===== config.mk =====
export PLATFORM = sky130hd
export DESIGN_NAME = wm8731_cfg_seq
export DESIGN_NICKNAME = d
export VERILOG_FILES = /design/src/rtl/wm8731_pkg.sv /design/src/rtl/wm8731_cfg_rom.sv /design/src/rtl/wm8731_cfg_seq.sv
export SDC_FILE = /design/constraint.sdc
export NUM_CORES = 1
export LEC_CHECK = 0
export CORE_MARGIN = 4
export CORE_UTILIZATION = 35
export DETAILED_ROUTE_END_ITERATION = 6
export GPL_TIMING_DRIVEN = 0
export RECOVER_POWER = 25
export SYNTH_ARGS = -nofsm -noshare
export SYNTH_HDL_FRONTEND = slang
export SYNTH_SLANG_ARGS = --single-unit

===== constraint.sdc =====
create_clock -name clk -period 4.1 [get_ports clk]
set_input_delay 0.41 -clock clk [delete_from_list [all_inputs] [get_ports clk]]
set_output_delay 0.41 -clock clk [all_outputs]
set_load 0.1 [all_outputs]

===== src/rtl/wm8731_pkg.sv =====
// Shared definitions for the WM8731 configuration sequencer: register
// addresses, table entry layout, FSM states and the I2C word packer.
package wm8731_pkg;

  // WM8731 control register addresses
  localparam logic [6:0] REG_LLINE_IN  = 7'h00;  // R0  left line in
  localparam logic [6:0] REG_RLINE_IN  = 7'h01;  // R1  right line in
  localparam logic [6:0] REG_LHP_OUT   = 7'h02;  // R2  left headphone out
  localparam logic [6:0] REG_RHP_OUT   = 7'h03;  // R3  right headphone out
  localparam logic [6:0] REG_ANA_PATH  = 7'h04;  // R4  analogue audio path
  localparam logic [6:0] REG_DIG_PATH  = 7'h05;  // R5  digital audio path
  localparam logic [6:0] REG_PWR_DOWN  = 7'h06;  // R6  power down control
  localparam logic [6:0] REG_DIG_IF    = 7'h07;  // R7  digital audio interface
  localparam logic [6:0] REG_SAMPLING  = 7'h08;  // R8  sampling control
  localparam logic [6:0] REG_ACTIVE    = 7'h09;  // R9  active control
  localparam logic [6:0] REG_RESET     = 7'h0F;  // R15 software reset

  // Number of entries in the configuration table
  localparam int TABLE_LEN = 11;

  // One configuration table entry
  typedef struct packed {
    logic [6:0] reg_addr;
    logic [8:0] data;
  } cfg_entry_t;

  // Sequencer states
  typedef enum logic [2:0] {
    ST_IDLE,
    ST_LOAD,
    ST_ISSUE,
    ST_WAIT,
    ST_GAP,
    ST_DONE,
    ST_FAIL
  } state_t;

  // Build the 24-bit I2C write word {dev,W, reg, data[8:0]}
  function automatic logic [23:0] pack_word(input logic [6:0] dev,
                                            input logic [6:0] reg_addr,
                                            input logic [8:0] data);
    return {dev, 1'b0, reg_addr, data};
  endfunction

endpackage


===== src/rtl/wm8731_cfg_rom.sv =====
// Fixed WM8731 power-up register table, indexed combinationally.
// Indices past the end of the table return an all-zero entry.
module wm8731_cfg_rom
  import wm8731_pkg::*;
(
  input  logic [3:0] index,
  output cfg_entry_t entry
);

  // Table lookup
  always_comb begin
    // NOTE: every combinational output gets a default first so no path through the case infers a latch.
    entry = '0;
    case (index)
      4'd0:    entry = '{REG_RESET,    9'h000};  // software reset
      4'd1:    entry = '{REG_PWR_DOWN, 9'h000};  // power up everything
      4'd2:    entry = '{REG_LLINE_IN, 9'h017};
      4'd3:    entry = '{REG_RLINE_IN, 9'h017};
      4'd4:    entry = '{REG_LHP_OUT,  9'h079};
      4'd5:    entry = '{REG_RHP_OUT,  9'h079};
      4'd6:    entry = '{REG_ANA_PATH, 9'h012};
      4'd7:    entry = '{REG_DIG_PATH, 9'h000};
      4'd8:    entry = '{REG_DIG_IF,   9'h00A};  // I2S, 24-bit, slave
      4'd9:    entry = '{REG_SAMPLING, 9'h000};
      4'd10:   entry = '{REG_ACTIVE,   9'h001};  // activate interface
      default: entry = '0;
    endcase
  end

endmodule


===== src/rtl/wm8731_cfg_seq.sv =====
// WM8731 configuration sequencer. Walks the register table, hands one
// packed 24-bit write word at a time to the I2C master, retries on NACK or
// timeout and reports completion or failure.
module wm8731_cfg_seq
  import wm8731_pkg::*;
#(
  parameter logic [6:0] DEV_ADDR       = 7'h1A,
  parameter int         GAP_CYCLES     = 500,
  parameter int         TIMEOUT_CYCLES = 100000,
  parameter int         MAX_RETRY      = 3,
  parameter bit         AUTO_START     = 1'b1
) (
  input  logic        clk,
  input  logic        rst,
  input  logic        start,
  input  logic        i2c_ready,
  input  logic        i2c_done,
  input  logic        i2c_nack,
  output logic        i2c_req,
  output logic [23:0] i2c_word,
  output logic        cfg_busy,
  output logic        cfg_done,
  output logic        cfg_err,
  output logic [3:0]  cfg_index
);

  // One counter serves both the WAIT timeout and the inter-word gap
  localparam int CNT_MAX = (TIMEOUT_CYCLES > GAP_CYCLES) ? TIMEOUT_CYCLES : GAP_CYCLES;
  localparam int CNT_W   = $clog2(CNT_MAX + 1);
  localparam int RETRY_W = (MAX_RETRY < 1) ? 1 : $clog2(MAX_RETRY + 1);

  localparam logic [CNT_W-1:0]   GAP_LAST   = CNT_W'(GAP_CYCLES - 1);
  localparam logic [CNT_W-1:0]   TMO_LAST   = CNT_W'(TIMEOUT_CYCLES - 1);
  localparam logic [RETRY_W-1:0] RETRY_LAST = RETRY_W'(MAX_RETRY);
  localparam logic [3:0]         IDX_LAST   = 4'(TABLE_LEN - 1);

  state_t             state, state_n;
  logic [3:0]         idx, idx_n;
  logic [RETRY_W-1:0] retry, retry_n;
  logic [CNT_W-1:0]   cnt, cnt_n;
  logic               retry_pend, retry_pend_n;  // current GAP precedes a re-issue
  logic               auto_pend, auto_pend_n;    // self-start still owed after reset
  logic [23:0]        word_n;
  logic               req_n, busy_n, done_n, err_n;
  logic               attempt_fail;
  cfg_entry_t         rom_entry;

  wm8731_cfg_rom u_rom (
    .index (idx),
    .entry (rom_entry)
  );

  assign cfg_index = idx;

  // A transfer attempt fails on NACK, or on timeout when no done arrived
  // (done wins over a coincident timeout)
  assign attempt_fail = i2c_done ? i2c_nack : (cnt == TMO_LAST);

  // Next-state and next-output logic
  always_comb begin
    state_n      = state;
    idx_n        = idx;
    retry_n      = retry;
    cnt_n        = cnt;
    retry_pend_n = retry_pend;
    auto_pend_n  = auto_pend;
    word_n       = i2c_word;
    req_n        = 1'b0;
    busy_n       = !(state inside {ST_IDLE, ST_DONE, ST_FAIL});
    done_n       = (state == ST_DONE);
    err_n        = (state == ST_FAIL);

    case (state)
      ST_IDLE, ST_DONE, ST_FAIL: begin
        if ((start && !cfg_busy) || auto_pend) begin
          state_n      = ST_LOAD;
          idx_n        = '0;
          retry_n      = '0;
          retry_pend_n = 1'b0;
          auto_pend_n  = 1'b0;
        end
      end

      ST_LOAD: begin
        word_n  = pack_word(DEV_ADDR, rom_entry.reg_addr, rom_entry.data);
        state_n = ST_ISSUE;
      end

      ST_ISSUE: begin
        if (i2c_ready) begin
          req_n   = 1'b1;
          cnt_n   = '0;
          state_n = ST_WAIT;
        end
      end

      ST_WAIT: begin
        if (i2c_done && !i2c_nack) begin
          retry_pend_n = 1'b0;
          cnt_n        = '0;
          state_n      = ST_GAP;
        end else if (attempt_fail) begin
          if (retry == RETRY_LAST) begin
            state_n = ST_FAIL;
          end else begin
            retry_n      = retry + 1'b1;
            retry_pend_n = 1'b1;
            cnt_n        = '0;
            state_n      = ST_GAP;
          end
        end else begin
          cnt_n = cnt + 1'b1;
        end
      end

      ST_GAP: begin
        if (cnt == GAP_LAST) begin
          cnt_n = '0;
          if (retry_pend) begin
            state_n = ST_LOAD;
          end else if (idx == IDX_LAST) begin
            state_n = ST_DONE;
          end else begin
            idx_n   = idx + 4'd1;
            retry_n = '0;
            state_n = ST_LOAD;
          end
        end else begin
          cnt_n = cnt + 1'b1;
        end
      end

      default: state_n = ST_IDLE;
    endcase
  end

  // State and registered outputs
  always_ff @(posedge clk or posedge rst) begin
    // NOTE: state uses non-blocking assignments so every register samples pre-edge values;
    // all flops sit on the async reset branch, there is no memory array to leave unreset.
    if (rst) begin
      state      <= ST_IDLE;
      idx        <= '0;
      retry      <= '0;
      cnt        <= '0;
      retry_pend <= 1'b0;
      auto_pend  <= AUTO_START;
      i2c_req    <= 1'b0;
      i2c_word   <= '0;
      cfg_busy   <= 1'b0;
      cfg_done   <= 1'b0;
      cfg_err    <= 1'b0;
    end else begin
      state      <= state_n;
      idx        <= idx_n;
      retry      <= retry_n;
      cnt        <= cnt_n;
      retry_pend <= retry_pend_n;
      auto_pend  <= auto_pend_n;
      i2c_req    <= req_n;
      i2c_word   <= word_n;
      cfg_busy   <= busy_n;
      cfg_done   <= done_n;
      cfg_err    <= err_n;
    end
  end

endmodule


==> impl_metrics.toml, run 1 <==
# implementation run metrics
[finish]
fillers = 734
design_area_um2 = 3170
inverters_excl_clock = 15
fin_util = 0.437
buffers_excl_clock = 57
comb_share = 0.423
buffer_area_frac = 0.139
drive_above_1_share = 0.0841
largest_reg_flops = 17
nFlopsAndLatches = 43
top_register = "cnt"
comb_area_um2 = 1340
nClkBuffers = 6
dominant_cells = "logic gates"
clock_area_frac = 0.0418
diodes = 0
regArea_um2 = 1080

[floorplan]
core_um2 = 7250
die_h_um = 94.3
rows = 31
die_w_um = 94.3
num_tap_cells = 99
die_area_um2 = 8900
fp-utilization = 0.359

[logic_synthesis]
edf_count = 0
ys_sh_mux = 0.0115
synth_flops = 43
synth-xor-area-share = 0.0101
ys_area_um2 = 2610
topCombFamilyByArea = "simple AND/OR/NAND/NOR gates"
async_reset_ff_frac = 1.00
synth_top_area_share = 0.403
yosysTopAreaCell = "dfrtp_1"
synth_cell_types = 48
common_cells = "dfrtp_1 (42), o21ai_0 (40), nand2_1 (29)"
synth_area_um2 = 2610
fa_ha_area_frac = 0.0480
ys_cells = 300
ys_sh_simple = 0.239
avgSynthCellArea_um2 = 8.69
synthAoiAreaFrac = 0.191
syn_inst = 300
synth_top_cell_by_count = "dfrtp_1"
ys_seq_frac = 0.413

[sta]
setup_viol = 0
fin_crit_sh = 0.674
skew_ns = 0.00580
hold_viol = 0
rsz0062_at_grt = "no"
period_minus_slack_ns = 2.76
worst_slew_pin_slew_ns = 1.89
maxSlewViolCount = 35
relSlewSlack = -0.257
hold_ws_ns = 0.473
fin_ws_ns = 1.34

[global_route]
grt_max_degree = 35
grt_pass1_vias = 2176
top_usage_layer = "met2"
grt.met1_usage = 0.194
grt.total_usage = 0.147
grt-ovfl-total = 0
grt_pass1_wl_mm = 10.5
grtUsageMet2 = 0.245
grtUsageMet3 = 0.0288
antenna_found_initial = 0

[run_status]
violations = "max-capacitance violations, max-slew violations"
status = "finished, violations left"

[worst_setup_path]
cp_max_fo = 10
critical_path_class = "reg -> reg"
reg2reg_slack_ns = 1.34
cp-end-kind = "register"
critPathArrivalTime_ns = 2.98
start_kind = "register"
worst_ep_required_time_ns = 4.32
crit_path_start = "state[0]$_DFFE_PP0P_"

[hold_path]
holdCritPathClass = "reg -> reg"
worstHoldStart = "i2c_word[10]$_DFFE_PP0P_"

[pwr]
power.share.clock = 0.168
p_per_area_nw_per_um2 = 746
power.total_mw = 2.37
swShare = 0.528
pg_comb_mw = 1.35
irDropWorstVdd_v = 0.000212
p_seq_uw = 616
power_switching_mw = 1.25

[clocking]
cts_hold_buf = 0
cts.path.max_buffers = 2
worstSkewPairLatency_ns = 0.30
cts_made_buffers = 5
path_clk_slew_ns = 0.09
post_cts_resized = 0
cts_max_level = 2
post-cts-setup-buffers = 0

[placement]
post-place-cells = 436
port_buffers = 27
place.gp.congestion = 0.807

[run]
max_cap_viol_count = 1
openroad.warnings = 32

[detailed_routing]
vias = 2283
wl_met2_mm = 2.88
wl_met3_um = 279
ant_nets = 0
routed.top_layer = "met4"
routed_wirelength_mm = 6.03
remaining_drc_errors = 0
first_pass_iters = 4
wl_met1_mm = 2.81
wl_per_cell_um = 13.6
run 1: final timing paths:
path,cells past startpoint,endpoint
setup / recovery,7,cfg_index[0]$_DFFE_PP0P_
hold / removal,2,i2c_word[10]$_DFFE_PP0P_
setup reg to reg,7,cfg_index[0]$_DFFE_PP0P_
hold reg to reg,2,i2c_word[10]$_DFFE_PP0P_
max in group asynchronous,3,cfg_index[0]$_DFFE_PP0P_
min in group asynchronous,2,i2c_word[1]$_DFFE_PP0P_
run 1: worst max-delay path, stage by stage, from the launching register on:
cell and delay, ns:
dfrtp_1 0.37, clkbuf_1 0.19, or3b_2 0.47, clkbuf_1 0.18, a31oi_1 0.62, clkbuf_1 0.47, nor2_1 0.19, o21ai_0 0.19
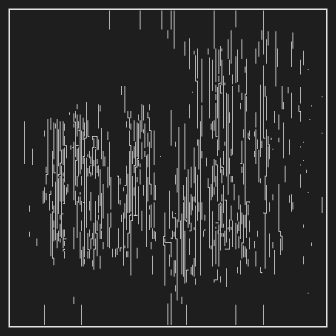
Run 1: met2 routing
main direction	vertical
wire length on this layer	2,880 µm
longest straight run	45.9 µm

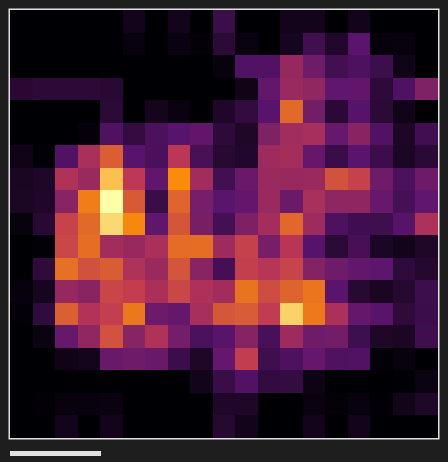
Run 1: wire density map
Scale bar: 20 µm. 19 x 19 tiles, from black (low) to pale yellow (high), scaled to the fullest tile. Values are wire area over tile area, all layers added.
fullest tile	0.50
nearly empty tiles	27%
tiles over half the peak	13%
emptiest ninth of the die	top left

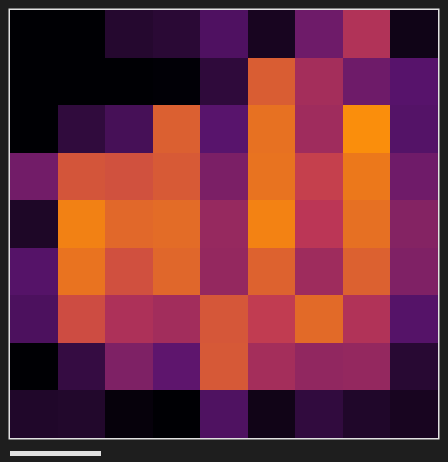
Run 1: local utilization
Scale bar: 20 µm. 9 x 9 tiles, from black (low) to pale yellow (high), 0 to 100% covered.
densest ninth of the die	middle
emptiest ninth of the die	top left
fullest tile	75%

==> run 1 -> run 2 <==
- clock period: 4.1 -> 2.7 ns (I/O delays scaled with it)
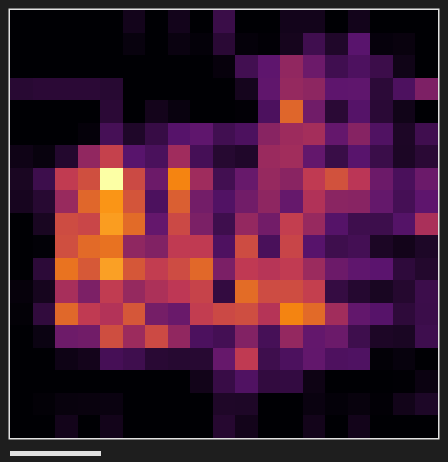
Run 2: wire density map
Scale bar: 20 µm. 19 x 19 tiles, from black (low) to pale yellow (high), scaled to the fullest tile. Values are wire area over tile area, all layers added.
fullest tile	0.51
nearly empty tiles	27%
tiles over half the peak	14%
emptiest ninth of the die	top left

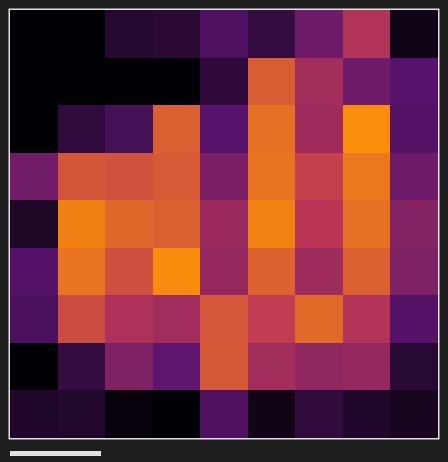
Run 2: local utilization
Scale bar: 20 µm. 9 x 9 tiles, from black (low) to pale yellow (high), 0 to 100% covered.
nearly empty tiles	12%
mean over tiles	35%
tiles over 75% full	1.2%
fullest tile	75%

==> impl_metrics.toml, run 2 <==
# implementation run metrics
[detailed_routing]
routed.top_layer = "met4"
vias = 2277
wl_met2_mm = 2.92
wl_per_cell_um = 13.6
remaining_drc_errors = 0
wl_met1_mm = 2.82
wl_met3_um = 244
ant_nets = 0
first_pass_iters = 4
routed_wirelength_mm = 6.03

[global_route]
grtUsageMet2 = 0.243
antenna_found_initial = 0
grt.total_usage = 0.146
grt_max_degree = 35
grt_pass1_wl_mm = 10.5
grt.met1_usage = 0.194
top_usage_layer = "met2"
grtUsageMet3 = 0.0288
grt-ovfl-total = 0
grt_pass1_vias = 2172

[finish]
buffer_area_frac = 0.142
fin_util = 0.440
drive_above_1_share = 0.0928
clock_area_frac = 0.0416
diodes = 0
fillers = 731
comb_area_um2 = 1350
inverters_excl_clock = 15
regArea_um2 = 1080
nClkBuffers = 6
design_area_um2 = 3190
top_register = "cnt"
comb_share = 0.423
nFlopsAndLatches = 43
dominant_cells = "logic gates"
largest_reg_flops = 17
buffers_excl_clock = 57
fin_cells = 444

[pwr]
seq_power_share = 0.260
irDropWorstVdd_v = 0.000321
power.share.clock = 0.168
pg_comb_mw = 2.05
power.total_mw = 3.59
p_seq_uw = 935
power_switching_mw = 1.89
swShare = 0.527
p_per_area_nw_per_um2 = 1130

[logic_synthesis]
synth_flops = 43
synth-xor-area-share = 0.0101
synth_cell_types = 48
ys_sh_mux = 0.0115
synth_top_area_share = 0.403
synth_area_um2 = 2610
ys_area_um2 = 2610
synthAoiAreaFrac = 0.191
fa_ha_area_frac = 0.0480
ys_cells = 300
topCombFamilyByArea = "simple AND/OR/NAND/NOR gates"
async_reset_ff_frac = 1.00
ys_seq_frac = 0.413
edf_count = 0
syn_inst = 300
synth_top_cell_by_count = "dfrtp_1"
avgSynthCellArea_um2 = 8.69
yosysTopAreaCell = "dfrtp_1"
ys_sh_simple = 0.239
common_cells = "dfrtp_1 (42), o21ai_0 (40), nand2_1 (29)"

[floorplan]
die_w_um = 94.3
die_h_um = 94.3
num_tap_cells = 99
core_um2 = 7250
fp-utilization = 0.359
rows = 31
die_area_um2 = 8900

[placement]
post-place-cells = 436
place.gp.congestion = 0.807
dpl-instance-area_um2 = 3060
port_buffers = 27

[sta]
setup_viol = 0
fin_ws_ns = 0.163
hold_viol = 0
maxSlewViolCount = 35
hold_ws_ns = 0.371
period_minus_slack_ns = 2.54
worst_slew_pin_slew_ns = 1.57
relSlewSlack = -0.0478
rsz0062_at_grt = "no"
fin_crit_sh = 0.940
skew_ns = 0.00514

[hold_path]
holdCritPathClass = "in -> async"

[clocking]
cts_max_level = 2
worstSkewPairLatency_ns = 0.30
clockRootBuffer = "clkbuf_8"
cts.path.max_buffers = 2
path_clk_slew_ns = 0.09
post-cts-setup-buffers = 0
cts_made_buffers = 5
post_cts_resized = 1
cts_hold_buf = 0

[worst_setup_path]
reg2reg_to = "cnt[11]$_DFFE_PP0P_"
critical_path_class = "reg -> reg"
start_kind = "register"
cp_common_cell = "or4_4"
reg2reg_slack_ns = 0.16
crit_buf_inv = 1
rr_worst_depth = 6
path_delay_family = "simple AND/OR/NAND/NOR gates"
cp_max_fo = 10
slowest_stage = "or4_4"
cp_cell_sequence = "or4_4 > or4_4 > o211a_1 > buf_6 > nor2_2 > o21ai_0"
critPathArrivalTime_ns = 2.70
worst_ep_required_time_ns = 2.86
slowest_delay_ns = 0.55
cp-end-kind = "register"

[run_status]
violations = "max-capacitance violations, max-slew violations"
status = "finished, violations left"

[run]
openroad.warnings = 32
max_cap_viol_count = 1
[run 2: cell counts after synthesis]
No cell type changed its count.
[run 2: worst max path at each step]
stage / slack [ns] / to / depth (start not counted) / from
after floorplan: 0.26 / cfg_index[0]$_DFFE_PP0P_ / 7 / cfg_index[0]$_DFFE_PP0P_
after global placement: -0.002 / cfg_index[0]$_DFFE_PP0P_ / 7 / state[0]$_DFFE_PP0P_
after detailed placement: -0.05 / cfg_index[0]$_DFFE_PP0P_ / 7 / state[0]$_DFFE_PP0P_
after CTS: 0.13 / cfg_index[0]$_DFFE_PP0P_ / 7 / state[0]$_DFFE_PP0P_
after global routing: 0.01 / cnt[2]$_DFFE_PP0P_ / 7 / state[0]$_DFFE_PP0P_
final: 0.16 / cnt[11]$_DFFE_PP0P_ / 6 / cnt[12]$_DFFE_PP0P_
==> run 2 -> run 3 <==
- CORE_ASPECT_RATIO: unset -> 1.5
- clock period: 2.7 -> 3.3 ns (I/O delays scaled with it)
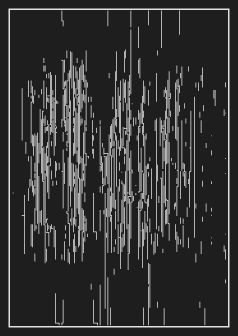
Run 3: met2 routing
share of all routed wire	55%
main direction	vertical
nets with wire on the layer	298

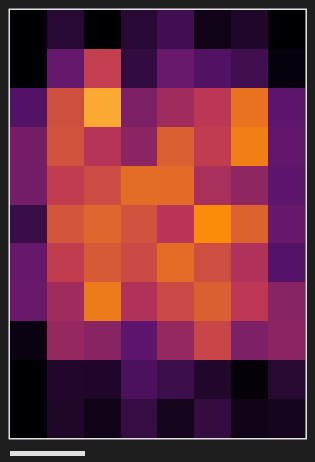
Run 3: local utilization
Scale bar: 20 µm. 8 x 11 tiles, from black (low) to pale yellow (high), 0 to 100% covered.
fullest tile	81%
densest ninth of the die	middle
tiles over 75% full	1.1%
nearly empty tiles	9.1%
mean over tiles	34%
emptiest ninth of the die	bottom left

==> impl_metrics.toml, run 3 <==
# implementation run metrics
[finish]
top_register = "cnt"
nFlopsAndLatches = 43
nClkBuffers = 6
regArea_um2 = 1080
design_area_um2 = 3130
dominant_cells = "logic gates"
inverters_excl_clock = 15
clock_area_frac = 0.0272
diodes = 0
comb_area_um2 = 1340

[floorplan]
fp-utilization = 0.361
core_um2 = 7230
num_tap_cells = 100
die_h_um = 114
rows = 38

[detailed_routing]
ant_nets = 0
wl_per_cell_um = 14.2
vias = 2305
wl_met1_mm = 2.52
wl_met3_um = 185
remaining_drc_errors = 0
wl_met2_mm = 3.46
routed_wirelength_mm = 6.30
routed.top_layer = "met4"

[hold_path]
whs_endpoint = "i2c_word[10]$_DFFE_PP0P_"
holdCritPathClass = "reg -> reg"
whs_path_depth = 2

[worst_setup_path]
crit_buf_inv = 3
critical_path_class = "reg -> reg"
cp_cell_sequence = "clkbuf_1 > or3b_2 > clkbuf_1 > a31oi_1 > clkbuf_1 > nor2_1 > o21ai_0"
critical_path_depth = 7
cp_common_cell = "clkbuf_1"
slowest_stage = "a31oi_1"
rr_worst_depth = 7
path_delay_family = "AND-OR/OR-AND gates"
worst_ep_required_time_ns = 3.52
cp_max_fo = 10
crit_path_start = "state[0]$_DFFE_PP0P_"
cp-endpoint = "cfg_index[0]$_DFFE_PP0P_"
reg2reg_to = "cfg_index[0]$_DFFE_PP0P_"

[clocking]
post-cts-setup-buffers = 0
path_clk_slew_ns = 0.09
cts_hold_buf = 0
cts.path.max_buffers = 2
post_cts_resized = 0

[global_route]
grt.total_usage = 0.150
grt_pass1_vias = 2327
grt-ovfl-total = 0
top_usage_layer = "met2"
grt_max_degree = 27
grtUsageMet3 = 0.0269
antenna_found_initial = 0
grt.met1_usage = 0.162

[run]
max_cap_viol_count = 1
openroad.warnings = 32

[pwr]
power.share.clock = 0.122
p_seq_uw = 768
power_switching_mw = 1.56
pg_comb_mw = 1.68
p_per_area_nw_per_um2 = 893

[sta]
rsz0062_at_grt = "no"
hold_viol = 0
worst_slew_pin_slew_ns = 1.53
relSlewSlack = -0.0193
period_minus_slack_ns = 2.78
maxSlewViolCount = 27
setup_viol = 0

[logic_synthesis]
ys_cells = 300
ys_sh_simple = 0.239
synth_flops = 43
synth_cell_types = 48
avgSynthCellArea_um2 = 8.69
ys_seq_frac = 0.413
common_cells = "dfrtp_1 (42), o21ai_0 (40), nand2_1 (29)"
syn_inst = 300
synth-xor-area-share = 0.0101
synthAoiAreaFrac = 0.191

[placement]
port_buffers = 27
dpl-instance-area_um2 = 3060

[run_status]
violations = "max-capacitance violations, max-slew violations"
status = "finished, violations left"
run 3: cell count changes in the layout (fill, tap and decap cells not counted):
cell / change
dlymetal6s4s_1: -1
bufinv_16: -2
a31oi_1: +1
a31oi_2: -1
clkbuf_1: +3
clkbuf_2: -2
clkinv_2: +1
clkinvlp_4: +1
run 3: stage by stage:
stage / power, mW / utilization / std cells / hold WS (ns) / setup WS, ns
after CTS: 2.82 / 0.435 / 445 / 0.339 / 0.511
after floorplan: 2.07 / - / 309 / 0.473 / 0.860
after detailed placement: 2.47 / 0.423 / 437 / 0.460 / 0.535
after global placement: 2.45 / 0.420 / 436 / 0.453 / 0.583
after global routing: 2.97 / 0.432 / 445 / 0.517 / 0.304
final: 2.79 / 0.432 / 445 / 0.470 / 0.523
No activity file was given, so power comes from the tool's default toggle rates.
